Fig. 1: metal 1
Supply wires on this layer in grey.
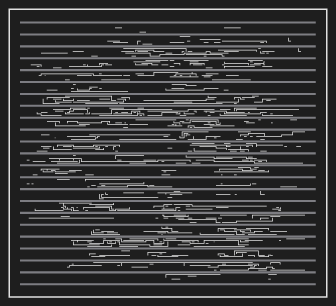
Fig. 2: met2 routing
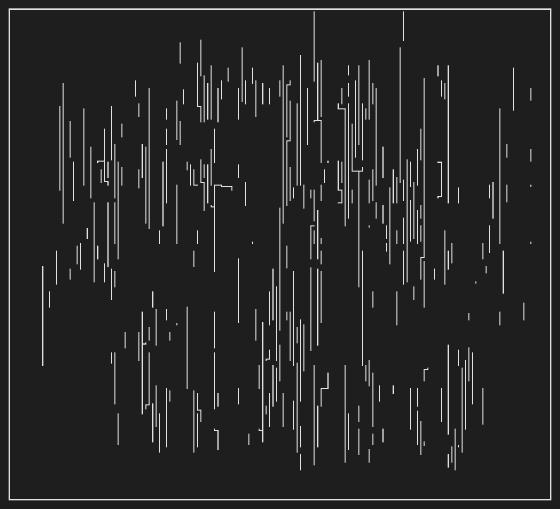
Fig. 3: signal wires on met3
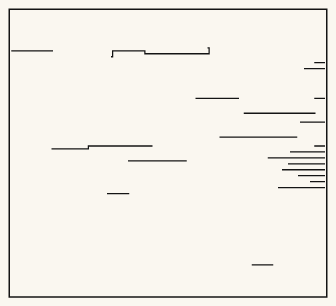
Fig. 4: routed metal per tile
The bar under the picture is 20 µm long. 14 x 13 tiles, from dark purple (low) to yellow (high), scaled to the fullest tile. Values are wire area over tile area, all layers added.
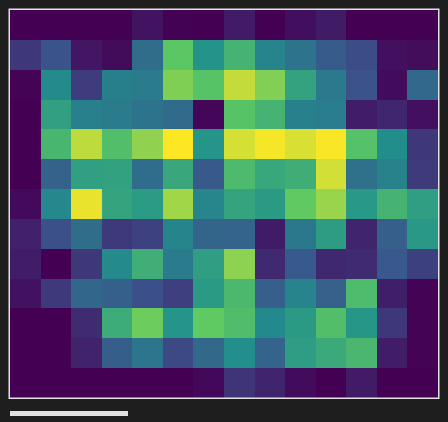
Fig. 5: clock routing
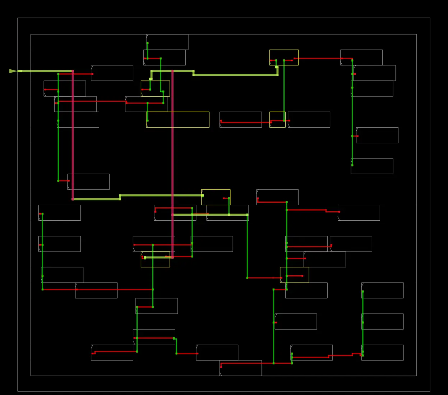
<file path="src/rtl/flash_alarm_ctrl.sv">
// Display-flash and alarm sequencer: edit-digit blink, beep/gap alarm, shared 1 ms timebase.
// Optional BUZZ_TONE_EN: square-wave buzzer at TONE_HZ during BEEP instead of a constant level.
module flash_alarm_ctrl #(
  parameter int unsigned CLK_HZ      = 50_000_000,
  parameter int unsigned NDIG        = 4,
  parameter int unsigned BLINK_MS    = 500,
  parameter int unsigned BEEP_ON_MS  = 200,
  parameter int unsigned BEEP_OFF_MS = 300,
  parameter int unsigned BEEPS       = 5,
  parameter int unsigned TONE_HZ     = 2000,
  localparam int unsigned SEL_W      = (NDIG > 1) ? $clog2(NDIG) : 1
) (
  input  logic             clk,
  input  logic             reset,
  input  logic             edit,
  input  logic [SEL_W-1:0] sel,
  input  logic             expired,
  input  logic             ack,
  output logic [NDIG-1:0]  blank,
  output logic             buzzer,
  output logic             alarm_active,
  output logic [1:0]       state
);

  localparam int unsigned P       = CLK_HZ / 1000;
  localparam int unsigned PRE_W   = (P > 1) ? $clog2(P) : 1;
  localparam int unsigned MS_MAX1 = (BLINK_MS > BEEP_ON_MS) ? BLINK_MS : BEEP_ON_MS;
  localparam int unsigned MS_MAX  = (MS_MAX1 > BEEP_OFF_MS) ? MS_MAX1 : BEEP_OFF_MS;
  localparam int unsigned MS_W    = (MS_MAX > 1) ? $clog2(MS_MAX) : 1;
  localparam int unsigned BC_W    = $clog2(BEEPS + 1);

  typedef enum logic [1:0] {
    IDLE = 2'd0,
    EDIT = 2'd1,
    BEEP = 2'd2,
    GAP  = 2'd3
  } state_t;

  state_t            st_q, st_d;
  logic [PRE_W-1:0]  pre_q, pre_d;
  logic [MS_W-1:0]   ms_q, ms_d;
  logic [BC_W-1:0]   bc_q, bc_d;
  logic              phase_q, phase_d;
  logic [SEL_W-1:0]  sel_q;
  logic [NDIG-1:0]   blank_d;
  logic              buzz_d;
  logic              alarm_d;
  logic              ms_tick;
  logic              clr;

`ifdef BUZZ_TONE_EN
  localparam int unsigned HALF0  = CLK_HZ / (2 * TONE_HZ);
  localparam int unsigned HALF   = (HALF0 < 1) ? 1 : HALF0;
  localparam int unsigned TONE_W = (HALF > 1) ? $clog2(HALF) : 1;
  logic [TONE_W-1:0] tone_cnt_q, tone_cnt_d;
`else
  logic unused_tone;
  assign unused_tone = ^TONE_HZ;
`endif

  assign ms_tick = (pre_q == PRE_W'(P - 1));
  assign state   = st_q;

  // Next state, counters and registered outputs
  always_comb begin
    st_d    = st_q;
    bc_d    = bc_q;
    phase_d = phase_q;
    clr     = 1'b0;
    pre_d   = ms_tick ? '0 : PRE_W'(pre_q + 1'b1);
    ms_d    = ms_tick ? MS_W'(ms_q + 1'b1) : ms_q;
    blank_d = '0;
    alarm_d = 1'b0;
    buzz_d  = 1'b0;

    case (st_q)
      IDLE: begin
        pre_d = '0;
        ms_d  = '0;
        if (expired) begin
          st_d = BEEP;
          bc_d = '0;
          clr  = 1'b1;
        end else if (edit) begin
          st_d = EDIT;
          clr  = 1'b1;
        end
      end
      EDIT: begin
        if (expired) begin
          st_d = BEEP;
          bc_d = '0;
          clr  = 1'b1;
        end else if (!edit) begin
          st_d = IDLE;
          clr  = 1'b1;
        end else if (sel != sel_q) begin
          clr = 1'b1;
        end else if (ms_tick && ms_q == MS_W'(BLINK_MS - 1)) begin
          phase_d = ~phase_q;
          ms_d    = '0;
        end
      end
      BEEP: begin
        if (expired) begin
          bc_d = '0;
          clr  = 1'b1;
        end else if (ack) begin
          st_d = IDLE;
          clr  = 1'b1;
        end else if (ms_tick && ms_q == MS_W'(BEEP_ON_MS - 1)) begin
          st_d = GAP;
          bc_d = BC_W'(bc_q + 1'b1);
          clr  = 1'b1;
        end
      end
      GAP: begin
        if (expired) begin
          st_d = BEEP;
          bc_d = '0;
          clr  = 1'b1;
        end else if (ack) begin
          st_d = IDLE;
          clr  = 1'b1;
        end else if (ms_tick && ms_q == MS_W'(BEEP_OFF_MS - 1)) begin
          st_d = (bc_q == BC_W'(BEEPS)) ? IDLE : BEEP;
          clr  = 1'b1;
        end
      end
      default: st_d = IDLE;
    endcase

    // Every entry (and sel change) restarts timing with the blink phase visible
    if (clr) begin
      pre_d   = '0;
      ms_d    = '0;
      phase_d = 1'b0;
    end

    case (st_d)
      EDIT: if (phase_d && (32'(sel) < NDIG)) blank_d = NDIG'(1) << sel;
      BEEP: alarm_d = 1'b1;
      GAP: begin
        blank_d = '1;
        alarm_d = 1'b1;
      end
      default: ;
    endcase

`ifdef BUZZ_TONE_EN
    tone_cnt_d = '0;
    if (st_d == BEEP) begin
      if (clr) begin
        buzz_d = 1'b1;
      end else if (tone_cnt_q == TONE_W'(HALF - 1)) begin
        buzz_d = ~buzzer;
      end else begin
        tone_cnt_d = TONE_W'(tone_cnt_q + 1'b1);
        buzz_d     = buzzer;
      end
    end
`else
    buzz_d = (st_d == BEEP);
`endif
  end

  always_ff @(posedge clk) begin
    if (reset) begin
      st_q         <= IDLE;
      pre_q        <= '0;
      ms_q         <= '0;
      bc_q         <= '0;
      phase_q      <= 1'b0;
      sel_q        <= '0;
      blank        <= '0;
      buzzer       <= 1'b0;
      alarm_active <= 1'b0;
`ifdef BUZZ_TONE_EN
      tone_cnt_q   <= '0;
`endif
    end else begin
      st_q         <= st_d;
      pre_q        <= pre_d;
      ms_q         <= ms_d;
      bc_q         <= bc_d;
      phase_q      <= phase_d;
      sel_q        <= sel;
      blank        <= blank_d;
      buzzer       <= buzz_d;
      alarm_active <= alarm_d;
`ifdef BUZZ_TONE_EN
      tone_cnt_q   <= tone_cnt_d;
`endif
    end
  end

endmodule
</file>
<file path="config.mk">
export PLATFORM = sky130hd
export DESIGN_NAME = flash_alarm_ctrl
export DESIGN_NICKNAME = d
export VERILOG_FILES = /design/src/rtl/flash_alarm_ctrl.sv
export SDC_FILE = /design/constraint.sdc
export NUM_CORES = 1
export LEC_CHECK = 0
export ABC_CLOCK_PERIOD_IN_PS = 2800
export CAP_MARGIN = 0
export CELL_PAD_IN_SITES_DETAIL_PLACEMENT = 0
export CELL_PAD_IN_SITES_GLOBAL_PLACEMENT = 1
export CORE_ASPECT_RATIO = 0.9
export CORE_MARGIN = 2
export CORE_UTILIZATION = 43
export CTS_CLUSTER_SIZE = 14
export DETAILED_ROUTE_END_ITERATION = 10
export PLACE_DENSITY = 0.73
export SETUP_SLACK_MARGIN = 0.3
export SLEW_MARGIN = 20
export SYNTH_ARGS = -nofsm -noshare
export SYNTH_HDL_FRONTEND = slang
export SYNTH_SLANG_ARGS = --single-unit
</file>
<file path="constraint.sdc">
create_clock -name clk -period 2.8 [get_ports clk]
set_input_delay 0.28 -clock clk [delete_from_list [all_inputs] [get_ports clk]]
set_output_delay 0.28 -clock clk [all_outputs]
set_load 0.05 [all_outputs]
</file>
==> results.yml <==
# yosys + openroad results
final_timing:
  period_needed_ns: 2.30
  slew_violations: 0
  worst_pin_slew_ns: 0.534
power_and_ir_drop:
  p_switching_uw: 243
  p_clk_share_pct: 41.6
  intPower_uw: 849
clock_tree:
  h-tree-depth: 2
  cts-resized-gates: 0
  clk_latency_ns: 0.30
  cts-root-buf: "clkbuf_8"
critical_path:
  cpMaxStageDelayCell: "or4_1"
  crit_chain: "ha_1 -> and4_1 -> nand4_1 -> o21ai_0 -> and3_1 -> or4_1 -> nor2_1"
  cp.required_ns: 3.03
  path_max_fanout: 16
  worst_path_largest_cell_delay_ns: 0.81
placement:
  port_buffers: 14
  placed_area_um2: 1980
  dp_cells: 257
  gp_congestion: 0.762
global_route:
  grt_antenna_before_repair: 0
  met1_usage_pct: 21.5
  grt_pass1_vias: 1370
  overflow: 0
  grtUsageMet2_pct: 25.2
cells_and_area:
  antenna_cells: 0
  finalNonFillerCells: 264
  area_delta_synth_final_pct: 15.6
flow_run:
  warnings: 27
  max-cap-violations: 0
floorplan:
  coreArea_um2: 4050
synth:
  syn_avg_cell_area_um2: 8.88
  ys_cells: 203
  topCellsByArea: "dfxtp_1 (43%), nor2_1 (8.1%), xnor2_1 (6.8%), xor2_1 (6.3%), ha_1 (2.8%)"
  fp_nets: 214
  yosysWarnings: 0
outcome:
  status: "completed"
drt:
  avgViaCountPerCell: 5.19
-- Fig. 1 (at the start) --
203 nets have wire on it. The layer holds 52% of the routed length. The longest straight run is 36.3 µm.

-- Fig. 2 (at the start) --
The wires run mostly vertical. The longest straight run is 24.0 µm. The layer carries 1370 µm of wire. The layer holds 41% of the routed length. 181 nets have wire on it.

-- Fig. 3 (at the start) --
The longest straight run is 17.5 µm. The layer holds 5.9% of the routed length. The wires run mostly horizontal. 18 nets have wire on it.
met3 Usage GRT: 5.83%
final wirelength: 3370 µm
total number of vias: 1369

-- Fig. 4 (at the start) --
The fullest tile reaches 0.33. 18% of the tiles are nearly empty. The mean over all tiles is 0.11. The densest ninth of the die: centre.
WL/cell: 12.8 µm
Total GRT Usage: 16.7%

-- Fig. 5 (at the start) --
CTS Buf Count: 5
CTS sink count: 39

-- kinds of logic after synthesis --
family	count (synthesis)	share of synthesized area [%]
DFF	39	43.3
and+or+nand+nor	103	31.6
buffers and inverters	15	3.47
xor gates and xnor gates	27	13.1
muxes	1	0.555
AOI/OAI and AO/OA	14	5.21
adders and majority gates	4	2.78
-- cell usage in the layout (no fill, tap or decap), types with 5 or more instances in the layout --
master,count
clkbuf_8,5
clkdlybuf4s50_1,14
xor2_1,13
dfxtp_1,39
nand3_1,8
nor3_1,6
nand4_1,6
nand2_1,11
xnor2_1,14
and3_1,7
nor2_1,39
-- routing by layer --
metal | routed length [µm] | up-vias
li1 | - | 723
met1 | 1750 | 614
met2 | 1370 | 27
met3 | 198 | 5
met4 | 55 | 0
met5 | 0 | -
-- per-stage QoR --
step / hold WS (ns) / worst slack, ns / util, %
floorplan: 0.408 / 0.424 / -
CTS: 0.448 / 0.477 / 51.5
detailed placement: 0.437 / 0.234 / 48.9
finish: 0.448 / 0.498 / 51.5
global route: 0.487 / 0.318 / 51.5
global placement: 0.423 / 0.271 / 48.9
-- final timing paths --
path                            startpoint       end  slack, ns  cells past startpoint
worst min register to register    pre_q[0]  pre_q[0]       0.45                      1
worst max-delay path              pre_q[0]  pre_q[4]       0.50                      7
worst max register to register    pre_q[0]  pre_q[4]       0.50                      7
worst min-delay path              pre_q[0]  pre_q[0]       0.45                      1
-- sequential cells by signal, summed over array words and instances, names as in the netlist --
| signal | cells |
|---|---|
| alarm_active | 1 |
| bc_q | 3 |
| blank | 4 |
| buzzer | 1 |
| ms_q | 9 |
| phase_q | 1 |
| pre_q | 16 |
| sel_q | 2 |
| state | 2 |
-- power by group through the flow --
| stage | Sequential (mW) | Combinational, mW | Clock (mW) |
|---|---|---|---|
| floorplan | 0.596 | 0.0277 | 0 |
| global placement | 0.580 | 0.0716 | 0 |
| detailed placement | 0.580 | 0.0718 | 0 |
| CTS | 0.566 | 0.0722 | 0.464 |
| global route | 0.568 | 0.0787 | 0.493 |
| finish | 0.566 | 0.0717 | 0.454 |
-- cell type report --
class / count / area (µm²)
inverters: 4 / 15.0
fillers: 387 / 1960
clock inverters: 2 / 37.5
well taps: 48 / 60.1
clock buffers: 5 / 68.8
flip-flops and latches: 39 / 781
multi-input cells: 149 / 960
repair buffers: 17 / 163
Power figures rest on the tool's default switching activity, not on a simulated workload.
